File: src/rtl/spi_stream_unpacker.sv
// Purpose: pops 32-bit loader words and streams them out one byte at a time, LSB first.
// Latency: first byte valid 1 cycle after FETCH sees a word; 4 bytes per 5 cycles at full rate.
// Backpressure: o_data/o_valid hold while i_ready is low; no pop until the current word is drained.
module spi_stream_unpacker #(
  parameter int MAX_BYTES = 8192,
  parameter int CNT_W     = 14
) (
  input  logic             clk,
  input  logic             resetn,
  input  logic             i_start,
  input  logic             i_abort,
  input  logic [CNT_W-1:0] i_byte_count,
  output logic             o_fill,
  input  logic             i_fifo_empty,
  output logic             o_fifo_rd,
  input  logic [31:0]      i_fifo_dout,
  output logic [7:0]       o_data,
  output logic             o_valid,
  input  logic             i_ready,
  output logic             o_busy,
  output logic             o_done
);

  typedef enum logic [1:0] {
    IDLE  = 2'd0,
    FETCH = 2'd1,
    SHIFT = 2'd2,
    DONE  = 2'd3
  } state_t;

  localparam logic [CNT_W-1:0] MAX_CNT = CNT_W'(MAX_BYTES);

  state_t           state, state_nxt;
  logic [31:0]      shift_q, shift_nxt;
  logic [CNT_W-1:0] bytes_left, bytes_nxt;
  logic [1:0]       byte_idx, idx_nxt;
  logic             valid_nxt;
  logic             rd_nxt;
  logic             fill_nxt;
  logic             done_nxt;

  // Bytes always leave from the bottom of the shift register.
  assign o_data = shift_q[7:0];

  // Next-state and next-output logic; abort overrides everything and never raises done.
  always_comb begin
    state_nxt = state;
    shift_nxt = shift_q;
    bytes_nxt = bytes_left;
    idx_nxt   = byte_idx;
    valid_nxt = o_valid;
    rd_nxt    = 1'b0;
    if (i_abort) begin
      state_nxt = IDLE;
      valid_nxt = 1'b0;
    end else begin
      case (state)
        IDLE: begin
          if (i_start) begin
            if (i_byte_count == '0) begin
              state_nxt = DONE;
            end else begin
              bytes_nxt = (i_byte_count > MAX_CNT) ? MAX_CNT : i_byte_count;
              idx_nxt   = 2'd0;
              state_nxt = FETCH;
            end
          end
        end
        FETCH: begin
          // The pop strobe rises together with the first byte; the loader only
          // advances its output the cycle after, so the word is already captured.
          if (!i_fifo_empty) begin
            shift_nxt = i_fifo_dout;
            rd_nxt    = 1'b1;
            valid_nxt = 1'b1;
            state_nxt = SHIFT;
          end
        end
        SHIFT: begin
          if (o_valid && i_ready) begin
            bytes_nxt = bytes_left - CNT_W'(1);
            if (bytes_left == CNT_W'(1)) begin
              // Last byte of the stream; any remaining bytes of this word are dropped.
              valid_nxt = 1'b0;
              state_nxt = DONE;
            end else if (byte_idx == 2'd3) begin
              valid_nxt = 1'b0;
              idx_nxt   = 2'd0;
              state_nxt = FETCH;
            end else begin
              shift_nxt = {8'h00, shift_q[31:8]};
              idx_nxt   = byte_idx + 2'd1;
            end
          end
        end
        DONE: begin
          state_nxt = IDLE;
        end
        default: begin
          state_nxt = IDLE;
        end
      endcase
    end
    fill_nxt = (state_nxt == FETCH) || (state_nxt == SHIFT);
    done_nxt = (state_nxt == DONE);
  end

  // State, datapath and registered outputs; reset clears everything asynchronously.
  always_ff @(posedge clk or negedge resetn) begin
    if (!resetn) begin
      state      <= IDLE;
      shift_q    <= '0;
      bytes_left <= '0;
      byte_idx   <= 2'd0;
      o_valid    <= 1'b0;
      o_fifo_rd  <= 1'b0;
      o_fill     <= 1'b0;
      o_busy     <= 1'b0;
      o_done     <= 1'b0;
    end else begin
      state      <= state_nxt;
      shift_q    <= shift_nxt;
      bytes_left <= bytes_nxt;
      byte_idx   <= idx_nxt;
      o_valid    <= valid_nxt;
      o_fifo_rd  <= rd_nxt;
      o_fill     <= fill_nxt;
      o_busy     <= fill_nxt;
      o_done     <= done_nxt;
    end
  end

endmodule

File: config.mk
export PLATFORM = sky130hd
export DESIGN_NAME = spi_stream_unpacker
export DESIGN_NICKNAME = d
export VERILOG_FILES = /design/src/rtl/spi_stream_unpacker.sv
export SDC_FILE = /design/constraint.sdc
export NUM_CORES = 1
export LEC_CHECK = 0
export CAP_MARGIN = 0
export CORE_ASPECT_RATIO = 1.25
export CORE_MARGIN = 5
export CORE_UTILIZATION = 40
export DETAILED_ROUTE_END_ITERATION = 10
export HOLD_SLACK_MARGIN = 0.06
export PLACE_DENSITY = 0.66
export SLEW_MARGIN = 20
export SYNTH_ARGS = -nofsm -noshare
export SYNTH_HDL_FRONTEND = slang
export SYNTH_SLANG_ARGS = --single-unit
File: constraint.sdc
create_clock -name clk -period 3.83 [get_ports clk]
set_input_delay 1.149 -clock clk [delete_from_list [all_inputs] [get_ports clk]]
set_output_delay 1.149 -clock clk [all_outputs]
set_load 0.005 [all_outputs]
==> run notes <==
Status on the layout run. The run finished with clean final reports. Internal power of the cells landed at roughly 0.0016 W. STA classifies the critical path endpoint as a register. The later pin in the worst-skew pair is clocked with a latency of 0.30 ns. Per the run report, area growth between synthesis and finish was 24.4%. 65 I/O pins were placed. Setup violations remaining at the end of the flow were counted as 0.

On the worst setup and hold paths after CTS, the clock-pin slew comes to ~0.09 ns. The script logs the ratio of routed vias to standard cells as 5.78. Among logic cells in the layout, the one with the most instances is clkdlybuf4s50_1. The first global-routing pass estimated about 12 mm of wire. Number of filler instances in the final layout landed at roughly 710. The min-delay analysis places its worst path in the category register to register. CTS built an H-tree with a depth of 2.

Number of buffers added for setup after CTS landed at 0. Count of warnings emitted by yosys landed at 0. Detailed placer's ending HPWL landed at roughly 5.3 mm. For reference, the top logic cell family by area is AND-OR/OR-AND gates.

Worst hold slack after final layout landed at between 0.5 and 0.6 ns. Clock share of power landed at around an eighth. Per the synth stats, the flop cell with the highest instance count is dfrtp_1.

TritonCTS built the clock tree. Global routing used 16.2% of the available tracks. Total clock sinks landed at 54. Total grt overflow landed at 0. Number of remaining DRC errors landed at 0. Maximum root-to-sink buffer count landed at 2.

Maximum clock frequency landed at approximately 0.34 GHz. Proportion of register bits with asynchronous set or reset after synthesis landed at 100%. Synthesized area landed at 0.00295 mm2. Number of design-rule violations left by the first detailed-router iteration landed at ~100. Share of total power in sequential cells landed at 42.0%. Per the OpenROAD power report, leakage power amounts to between 1 and 1.5 nW. Floorplan utilization landed at 40.6%. Via count landed at 2582.

The post-synth count of flops with an enable pin is 0. Per the placement report, the placed cell count is 439. When the netlist entered floorplanning its net count stood at between 300 and 400. At the end of the flow, the number of nets in the layout was around 410. From left edge to right edge, the die measures a little under 90 um.

Summed over all nets, the switching power comes to 0.000952 W. Iteration count of the initial detailed-routing pass landed at 4. The die is ~110 um tall. In this run the maximum-capacitance check reported violations numbering 0. Count of pins over their slew limit landed at 0. The floorplan has 35 rows.

Of the total power, the share spent switching nets is around 38%. The worst path uses about three quarters of the clock period. After Yosys synthesis, AND-OR and OR-AND compound gates account for 30.8% of the synthesized area.

Final worst clock skew landed at 0.00754 ns. In the final report, the number of hold violations comes to 0. Critical path required time landed at ~4 ns. Sum of routed wire length over all layers landed at 7.44 mm. Entering global routing, the biggest net connects 44 pins.

The power report attributes to the combinational group a share of 45.0%. For the pin with the worst max-slew slack, the measured transition is 0.957 ns. Cts-stage hold buffer count landed at 0. Synthesis-stage register bit count landed at 54. STA classifies the critical path startpoint as a primary input.

Per the post-synthesis report, the number of cells in the design is 306. The chip occupies 0.00921 mm2. Number of port buffers landed at 64. Of the total synthesized cell area, the portion taken by XOR and XNOR cells is 0%.

Dividing total power by cell area gives a power density of 684 mW/mm2. CTS placed an instance of clkbuf_8 at the clock tree root. The report lists the number of cells resized after CTS as 0. Number of CTS-inserted buffers landed at 5. Chip area line of the yosys report landed at slightly below 0.003 mm2. Share of the yosys chip area belonging to registers landed at 45.8%. Global placement routability congestion landed at 0.837. In this run, the synthesized area fraction spent on and/or/nand/nor cells is recorded as 12.8%. Adding up every negative setup slack in the final design gives 0 ns. In the Yosys report the total cell count is ~310. Mean instance size in the synthesized netlist landed at 9.65 um2.

The critical path is of the primary input to register type. Tally of nets with antenna violations remaining after routing landed at 0.
-- flip-flops by register name, indices dropped and copies added (netlist names) --
register / flops
o_valid: 1
o_done: 1
o_busy: 1
state: 2
bytes_left: 14
shift_q: 32
o_fifo_rd: 1
byte_idx: 2
-- per-stage QoR --
stage	instance area, um2	setup slack, ns	utilization [%]	total power, W
floorplan	2950	1.15	-	0.00187
global placement	3580	0.661	49.3	0.00217
detailed placement	3580	0.591	49.3	0.00220
CTS	3670	0.911	50.5	0.00253
global route	3670	0.752	50.5	0.00272
finish	3670	0.927	50.5	0.00251
-- worst max-delay path, stage by stage --
cell,delay [ns]
clkdlybuf4s50_1,0.42
nor4_1,0.42
nand4_1,0.21
nand2_1,0.12
o21ai_0,0.08
a221oi_1,0.38
ha_1,0.31
-- kinds of logic after synthesis --
group           Yosys count
simple gates             63
fa+ha+maj                 8
buf+inv                  40
flops                    54
compound gates          141
-- final timing paths --
| path | end | slack, ns | from | cells past startpoint |
|---|---|---|---|---|
| max | o_busy | 0.93 | i_byte_count[0] | 7 |
| min | bytes_left[12] | 0.52 | bytes_left[12] | 2 |
| max reg2reg | shift_q[19] | 1.02 | bytes_left[1] | 7 |
| min reg2reg | bytes_left[12] | 0.52 | bytes_left[12] | 2 |
| max in group asynchronous | bytes_left[11] | 2.21 | resetn | 2 |
| min in group asynchronous | o_fifo_rd | 0.81 | resetn | 1 |
-- power groups by stage --
stage / logic [W] / registers [W] / clock network [W]
final: 0.00113 / 0.00105 / 0.000328
after global routing: 0.00126 / 0.00109 / 0.000360
after CTS: 0.00114 / 0.00105 / 0.000338
after detailed placement: 0.00113 / 0.00106 / 0
after global placement: 0.00111 / 0.00106 / 0
after floorplan: 0.000872 / 0.000994 / 0
-- area by class of cell --
cell class | instances | area (um2) | area share (%)
tap | 92 | 115 | 3.13
clock buffer | 7 | 86.3 | 2.35
timing repair buffer | 71 | 688 | 18.7
clock inverter | 1 | 5.00 | 0.136
sequential | 54 | 1350 | 36.8
inverter | 10 | 37.5 | 1.02
multi-input combinational | 212 | 1390 | 37.8
-- routing by layer --
metal	wire length, um	share of wire, %
met5	0	0
met4	103	1.4
met3	450	6.0
met2	3620	49
met1	3260	44
-- cells in the mapped netlist, drive strengths merged, types with 4 or more instances --
cell type | count | area [um2]
nor4 | 4 | 40.0
o21ai | 15 | 75.1
dfrtp | 54 | 1350
nor3b | 5 | 37.5
nor3 | 4 | 20.0
a22oi | 5 | 37.5
o22ai | 50 | 313
inv | 10 | 37.5
a22o | 8 | 70.1
ha | 8 | 100
nor2 | 11 | 41.3
a21boi | 5 | 37.5
a21oi | 37 | 189
nand3 | 5 | 25.0
clkbuf | 16 | 60.1
nand2 | 13 | 48.8
buf | 14 | 118
Fig. 1: signal wires on met1
Bar = 20 um. Supply wires on this layer in grey.
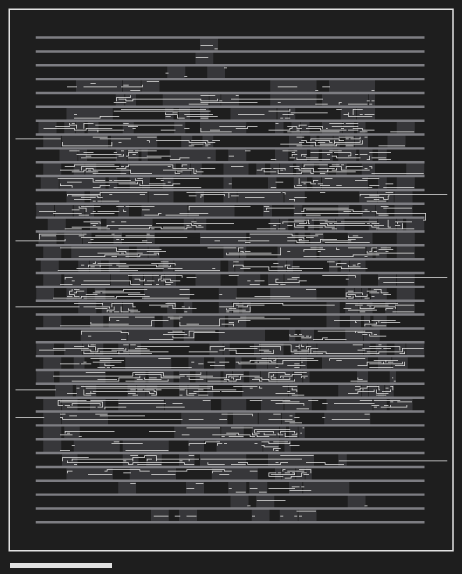
wire length on this layer: 3260 um
main direction: horizontal
share of all routed wire: 44%
longest straight run: 25.8 um

Fig. 2: congestion heat map
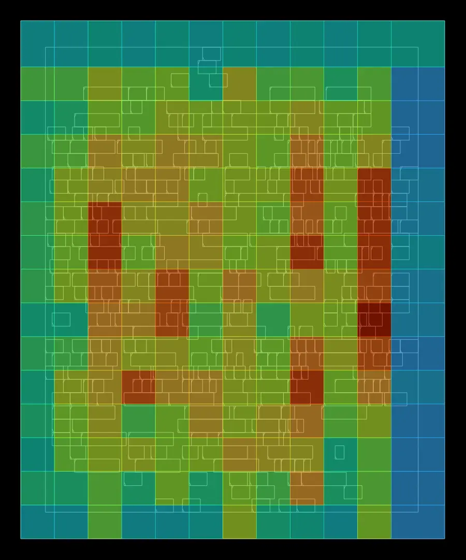
met3 Track Usage GR: 3.26%
DR WL/cell: 16.6 um
GR Layer Usage met2: 26.2%
routing layer with the top usage in global route: met2
GR met1 Demand/Resource: 21.5%

Fig. 3: cells by drive strength
Bar = 20 um.
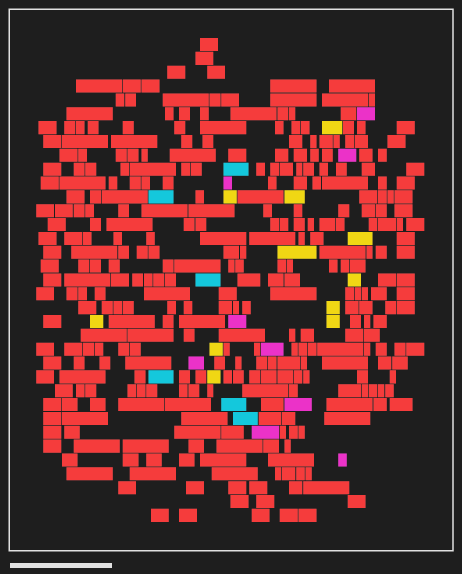
legend:
  x1 and smaller:
    colour: red
    cells: 329
  x3 and x4:
    colour: yellow
    cells: 11
  x2:
    colour: magenta
    cells: 9
  x6 and larger:
    colour: cyan
    cells: 6

Fig. 4: M2 wires
Bar = 20 um.
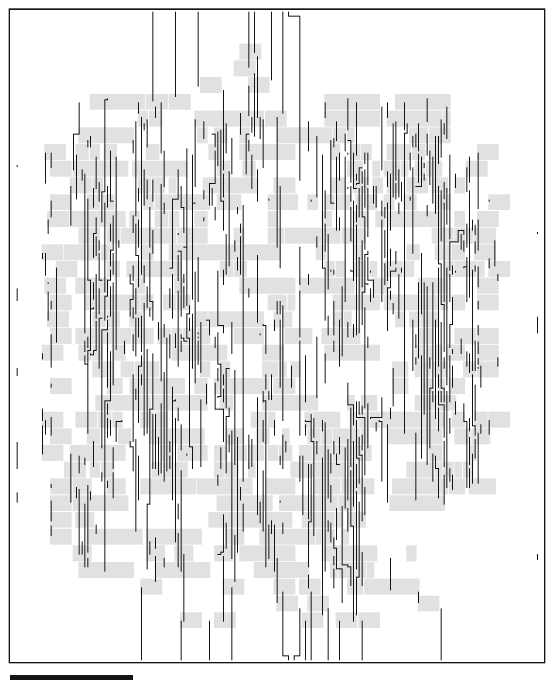
longest straight run: 48.8 um
wire length on this layer: 3620 um

Fig. 5: a small window of the routed layout
Bar = 10 um. Window x 23 to 63, y 12 to 52 um. Cells in grey, sequential cells in the stronger grey; small squares are vias.
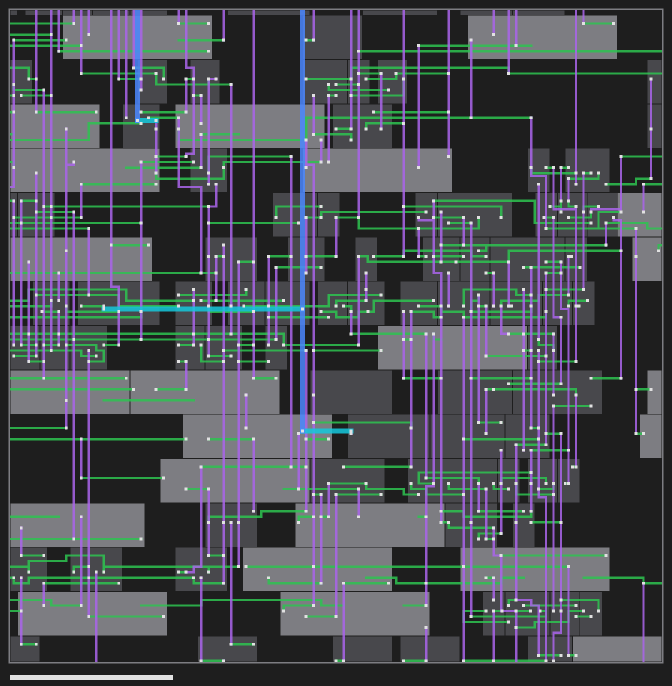
legend:
  M2:
    colour: purple
  M3:
    colour: cyan
  M4:
    colour: blue
  M1:
    colour: green
cells with their middle in the window: 91
sequential cells in the window: 19
most frequent: dfrtp_1 (19), o22ai_1 (8), a21oi_1 (7)
netlist names of flops here include: `shift_q` (11), `state` (2)

Power figures rest on the tool's default switching activity, not on a simulated workload.
